===== src/rtl/video_pkg.sv =====
// Shared video definitions: line-attribute FSM encoding, defaults and tile map geometry.
package video_pkg;

  typedef enum logic [1:0] {
    ST_IDLE  = 2'd0,
    ST_FETCH = 2'd1,
    ST_WRITE = 2'd2,
    ST_DONE  = 2'd3
  } lineattr_state_e;

  localparam int NUM_TILES_DEF = 41;
  localparam int PRIO_BIT_DEF  = 13;

  localparam int MAP_COLS = 64;
  localparam int MAP_ROWS = 32;
  localparam int COL_W    = $clog2(MAP_COLS);
  localparam int ROW_W    = $clog2(MAP_ROWS);
  localparam int VADDR_W  = 13;
  localparam int TILE_W   = 7;

  // Map word address of (row, col), wrapping modulo the VRAM word space.
  function automatic logic [VADDR_W-1:0] map_addr(input logic [VADDR_W-1:0] base,
                                                  input logic [ROW_W-1:0]   row,
                                                  input logic [COL_W-1:0]   col);
    return base + {{(VADDR_W-ROW_W-COL_W){1'b0}}, row, col};
  endfunction

endpackage


===== src/rtl/tile_lineattr_fetch.sv =====
// VRAM map-entry fetcher: req/ack handshake, map address generation and entry register(s).
// Build option TILE_LINEATTR_PREFETCH_EN adds a next-entry slot filled during the write burst.
module tile_lineattr_fetch
  import video_pkg::*;
#(
  parameter logic [VADDR_W-1:0] MAP_BASE = 13'h0
) (
  input  logic                clk,
  input  logic                rst_n,
  input  logic                i_load,
  input  logic [ROW_W-1:0]    i_row,
  input  logic [COL_W-1:0]    i_col0,
  input  logic                i_issue,
  input  logic [TILE_W-1:0]   i_tile,
  input  logic                i_to_cur,
  input  logic                i_advance,
  output logic                o_ack,
  output logic                o_next_ok,
  output logic [15:0]         o_entry,
  output logic                o_vram_req,
  output logic [VADDR_W-1:0]  o_vram_addr,
  input  logic                i_vram_ack,
  input  logic [15:0]         i_vram_rddata
);

  logic [ROW_W-1:0]   r_row;
  logic [COL_W-1:0]   r_col0;
  logic               r_req;
  logic [VADDR_W-1:0] r_addr;
  logic [15:0]        r_cur;
  logic [ROW_W-1:0]   w_row;
  logic [COL_W-1:0]   w_col0;
  logic [COL_W-1:0]   w_col;

  // The first fetch is issued in the start cycle, before the latched copies are valid.
  assign w_row  = i_load ? i_row  : r_row;
  assign w_col0 = i_load ? i_col0 : r_col0;
  assign w_col  = w_col0 + i_tile[COL_W-1:0];

  assign o_ack       = r_req & i_vram_ack;
  assign o_vram_req  = r_req;
  assign o_vram_addr = r_req ? r_addr : '0;
  assign o_entry     = r_cur;

  always_ff @(posedge clk) begin
    if (!rst_n) begin
      r_row  <= '0;
      r_col0 <= '0;
      r_req  <= 1'b0;
      r_addr <= '0;
    end else begin
      if (i_load) begin
        r_row  <= i_row;
        r_col0 <= i_col0;
      end
      if (i_issue) begin
        r_req  <= 1'b1;
        r_addr <= map_addr(MAP_BASE, w_row, w_col);
      end else if (o_ack) begin
        r_req  <= 1'b0;
      end
    end
  end

`ifdef TILE_LINEATTR_PREFETCH_EN
  logic [15:0] r_next;
  logic        r_next_vld;

  always_ff @(posedge clk) begin
    if (!rst_n) begin
      r_cur      <= '0;
      r_next     <= '0;
      r_next_vld <= 1'b0;
    end else if (i_advance) begin
      r_cur      <= r_next_vld ? r_next : i_vram_rddata;
      r_next_vld <= 1'b0;
    end else if (o_ack) begin
      if (i_to_cur) begin
        r_cur      <= i_vram_rddata;
      end else begin
        r_next     <= i_vram_rddata;
        r_next_vld <= 1'b1;
      end
    end
  end

  assign o_next_ok = r_next_vld | o_ack;
`else
  logic w_unused_pf;

  always_ff @(posedge clk) begin
    if (!rst_n) begin
      r_cur <= '0;
    end else if (o_ack) begin
      r_cur <= i_vram_rddata;
    end
  end

  assign o_next_ok   = o_ack;
  assign w_unused_pf = i_to_cur ^ i_advance;
`endif

endmodule


===== src/rtl/tile_lineattr_gen.sv =====
// Per-scanline line-attribute buffer filler: walks the tile map row and writes 8 priority bits per tile.
// Build option TILE_LINEATTR_PREFETCH_EN overlaps the next tile fetch with the current write burst.
//
//   state    | meaning
//   ST_IDLE  | waiting for start
//   ST_FETCH | map entry request outstanding for current tile
//   ST_WRITE | 8-cycle write burst for current tile
//   ST_DONE  | one-cycle done pulse
module tile_lineattr_gen
  import video_pkg::*;
#(
  parameter int                 NUM_TILES = NUM_TILES_DEF,
  parameter logic [VADDR_W-1:0] MAP_BASE  = 13'h0,
  parameter int                 PRIO_BIT  = PRIO_BIT_DEF
) (
  input  logic                clk,
  input  logic                rst_n,
  input  logic                start,
  input  logic                layer_en,
  input  logic [7:0]          line,
  input  logic [8:0]          scrx,
  output logic                vram_req,
  output logic [VADDR_W-1:0]  vram_addr,
  input  logic                vram_ack,
  input  logic [15:0]         vram_rddata,
  output logic [8:0]          wr_idx,
  output logic                wr_data,
  output logic                wr_en,
  output logic                busy,
  output logic                done
);

  localparam int                POS_W     = TILE_W + 3;
  localparam logic [TILE_W-1:0] LAST_TILE = TILE_W'(NUM_TILES - 1);

  lineattr_state_e   r_state, w_state_nxt;
  logic [TILE_W-1:0] r_tile, w_tile_nxt;
  logic [2:0]        r_k, w_k_nxt;
  logic              r_layer;
  logic [2:0]        r_fine;

  logic              w_load, w_issue, w_to_cur, w_advance;
  logic [TILE_W-1:0] w_fetch_tile;
  logic              w_ack, w_next_ok;
  logic [15:0]       w_entry;
  logic              w_last_tile, w_burst_end, w_writing;
  logic [POS_W-1:0]  w_pos, w_idx_full;
  logic              w_unused;

  tile_lineattr_fetch #(.MAP_BASE(MAP_BASE)) u_fetch (
    .clk           (clk),
    .rst_n         (rst_n),
    .i_load        (w_load),
    .i_row         (line[7:3]),
    .i_col0        (scrx[8:3]),
    .i_issue       (w_issue),
    .i_tile        (w_fetch_tile),
    .i_to_cur      (w_to_cur),
    .i_advance     (w_advance),
    .o_ack         (w_ack),
    .o_next_ok     (w_next_ok),
    .o_entry       (w_entry),
    .o_vram_req    (vram_req),
    .o_vram_addr   (vram_addr),
    .i_vram_ack    (vram_ack),
    .i_vram_rddata (vram_rddata)
  );

  assign w_last_tile = (r_tile == LAST_TILE);
  assign w_burst_end = (r_k == 3'd7);

  always_ff @(posedge clk) begin
    if (!rst_n) begin
      r_state <= ST_IDLE;
      r_tile  <= '0;
      r_k     <= '0;
      r_layer <= 1'b0;
      r_fine  <= '0;
    end else begin
      r_state <= w_state_nxt;
      r_tile  <= w_tile_nxt;
      r_k     <= w_k_nxt;
      if (w_load) begin
        r_layer <= layer_en;
        r_fine  <= scrx[2:0];
      end
    end
  end

  always_comb begin
    w_state_nxt  = r_state;
    w_tile_nxt   = r_tile;
    w_k_nxt      = r_k;
    w_load       = 1'b0;
    w_issue      = 1'b0;
    w_fetch_tile = r_tile;
    w_to_cur     = 1'b0;
    w_advance    = 1'b0;
    case (r_state)
      ST_IDLE: begin
        if (start) begin
          w_load       = 1'b1;
          w_tile_nxt   = '0;
          w_k_nxt      = '0;
          w_fetch_tile = '0;
          if (layer_en) begin
            w_issue     = 1'b1;
            w_state_nxt = ST_FETCH;
          end else begin
            w_state_nxt = ST_WRITE;
          end
        end
      end
      ST_FETCH: begin
        w_to_cur = 1'b1;
        if (w_ack) begin
          w_state_nxt = ST_WRITE;
          w_k_nxt     = '0;
`ifdef TILE_LINEATTR_PREFETCH_EN
          if (!w_last_tile) begin
            w_issue      = 1'b1;
            w_fetch_tile = r_tile + TILE_W'(1);
          end
`endif
        end
      end
      ST_WRITE: begin
        w_k_nxt = r_k + 3'd1;
        if (w_burst_end) begin
          if (w_last_tile) begin
            w_state_nxt = ST_DONE;
          end else if (!r_layer) begin
            w_tile_nxt = r_tile + TILE_W'(1);
`ifdef TILE_LINEATTR_PREFETCH_EN
          end else if (w_next_ok) begin
            w_advance  = 1'b1;
            w_tile_nxt = r_tile + TILE_W'(1);
            if (r_tile < LAST_TILE - TILE_W'(1)) begin
              w_issue      = 1'b1;
              w_fetch_tile = r_tile + TILE_W'(2);
            end
          end else begin
            // Next entry still in flight: park in FETCH; its ack lands in the current slot.
            w_tile_nxt  = r_tile + TILE_W'(1);
            w_state_nxt = ST_FETCH;
          end
`else
          end else begin
            w_tile_nxt   = r_tile + TILE_W'(1);
            w_issue      = 1'b1;
            w_fetch_tile = r_tile + TILE_W'(1);
            w_state_nxt  = ST_FETCH;
          end
`endif
        end
      end
      ST_DONE: w_state_nxt = ST_IDLE;
      default: w_state_nxt = ST_IDLE;
    endcase
  end

  // Pixel p = tile*8 + k; positions left of the fine scroll would wrap below 0 and are dropped.
  assign w_writing  = (r_state == ST_WRITE);
  assign w_pos      = {r_tile, r_k};
  assign w_idx_full = w_pos - {{TILE_W{1'b0}}, r_fine};

  assign wr_en   = w_writing && (w_pos >= {{TILE_W{1'b0}}, r_fine});
  assign wr_idx  = w_writing ? w_idx_full[8:0] : '0;
  assign wr_data = w_writing & r_layer & w_entry[PRIO_BIT];
  assign busy    = (r_state != ST_IDLE);
  assign done    = (r_state == ST_DONE);

  assign w_unused = ^{line[2:0], w_idx_full[POS_W-1:9], w_entry, w_next_ok};

endmodule


===== config.mk =====
export PLATFORM = sky130hd
export DESIGN_NAME = tile_lineattr_gen
export DESIGN_NICKNAME = d
export VERILOG_FILES = /design/src/rtl/video_pkg.sv /design/src/rtl/tile_lineattr_fetch.sv /design/src/rtl/tile_lineattr_gen.sv
export SDC_FILE = /design/constraint.sdc
export NUM_CORES = 1
export LEC_CHECK = 0
export ABC_AREA = 1
export CAP_MARGIN = 5
export CORE_ASPECT_RATIO = 1.5
export CORE_MARGIN = 1.5
export CORE_UTILIZATION = 45
export CTS_CLUSTER_DIAMETER = 50
export DETAILED_ROUTE_END_ITERATION = 8
export GPL_TIMING_DRIVEN = 0
export HOLD_SLACK_MARGIN = 0.15
export PLACE_DENSITY = 0.74
export SLEW_MARGIN = 40
export SYNTH_ARGS = -nofsm -noshare
export SYNTH_HDL_FRONTEND = slang
export SYNTH_SLANG_ARGS = --single-unit

===== constraint.sdc =====
create_clock -name clk -period 3.5 [get_ports clk]
set_input_delay 0.525 -clock clk [delete_from_list [all_inputs] [get_ports clk]]
set_output_delay 0.525 -clock clk [all_outputs]
set_load 0.01 [all_outputs]

==> reports/results.md <==
| Parameter | Value |
|:---|:---|
| Largest register FFs | 11 |
| Register-to-Register Path Depth | 19 |
| Number of max-cap violations | 0 |
| Multi-Input Combinational | 252 |
| Final Hold Violating Endpoints | 0 |
| Yosys adder share | 7.48% |
| Topmost layer with routed signal wires | met4 |
| Top cells by area in the synthesized netlist | sky130_fd_sc_hd__dfxtp_1 32%, sky130_fd_sc_hd__nand2_1 9.3%, sky130_fd_sc_hd__inv_1 8.3% |
| Pleak | 1.53 nW |
| Area leader, netlist | sky130_fd_sc_hd__dfxtp_1 |
| Fraction of registers with async set/reset | 0% |
| Congestion Overflow GR | 0 |
| Syn avg cell area | 6.98 sq um |
| Run status | finished clean |
| Clock tree from TritonCTS | built |
| GRT Resource Usage Total | 22.9% |
| Final core occ | 58.6% |
| Count of pins on the block boundary | 65 |
| Type of element launching the critical path | flop |
| Critical path capture point type | primary output |
| Most numerous cell in the Yosys netlist | sky130_fd_sc_hd__nand2_1 |
| Dominant cell area share | 31.5% |
| Flip-flop and latch share of the layout cell area | 25.1% |
| Register-to-register path setup slack | 610 ps |
| Share of power burned in the clock network | 22.9% |
| Cell total in the yosys stat output | 364 |
| Cell kind with the greatest summed area | multi-input combinational cells |
| Worst hold slack | 474 ps |
| Clock tree cell share of total cell area | 3.80% |
| Combinational fraction of design power | 44.0% |
| Die Y | 95.0 microns |
| First-pass DRT Iterations | 4 |
| Worst setup skew after layout | 1.93 ps |
| Pwr/cell area | 553 mW/mm^2 |
| Final Setup Violations | 0 |
| Wire length of the first global-routing pass | 10900 microns |
| Final tally of max-slew violations | 0 |
| Largest registers ranked by flip-flop count | u_fetch.r_addr: 11 flops, r_tile: 7 flops, u_fetch.r_col0: 6 flops |
| Power dissipated in combinational cells | 0.777 mW |
| Number of register bits inferred by synthesis | 40 |
| Share of total power consumed by net switching | 39.2% |
| Most common logic cell in the routed design | sky130_fd_sc_hd__nand2_1 |
| Startpoint of the lowest-slack register-to-register path | r_tile[0] |
| Number of sequential cells in the layout | 40 |
| Multi-input gate area | 0.00143 sq mm |
| Cell depth of the worst min-delay path | 2 |
| Area fraction in and, or, nand and nor cells | 27.1% |
drive_strength.png
Scale: 4 px per micron.
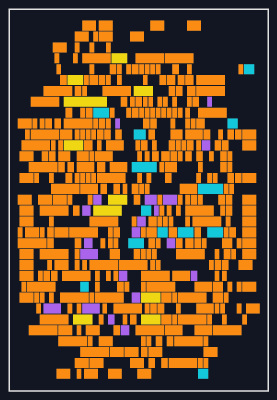
colour	size	cells	share	most used
yellow	drive 6 and up	10	2.4%	clkbuf_8
cyan	drive 3 to 4	13	3.1%	buf_4
orange	drive 1 or less	374	90%	nand2_1
purple	drive 2	20	4.8%	or2_2
post-route worst setup slack: 532 ps
Buffers excl. clock: 57

final_placement.png
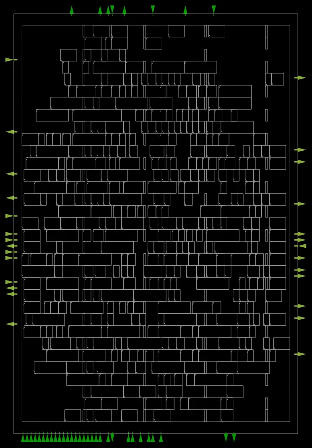
core outline area: 0.00545 sq mm
Final Non-Filler Cells: 487

met3.png
Scale: 3 px per micron. Cells faint in the background.
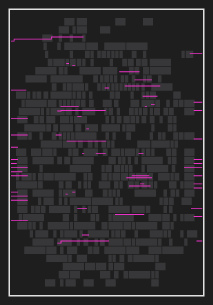
nets with wire on the layer	42
longest straight run	15.9 microns
total number of vias: 2461
overall routed net length: 6280 microns
met3 usage in global routing: 3.07%

Power and IR drop assume default switching activity.
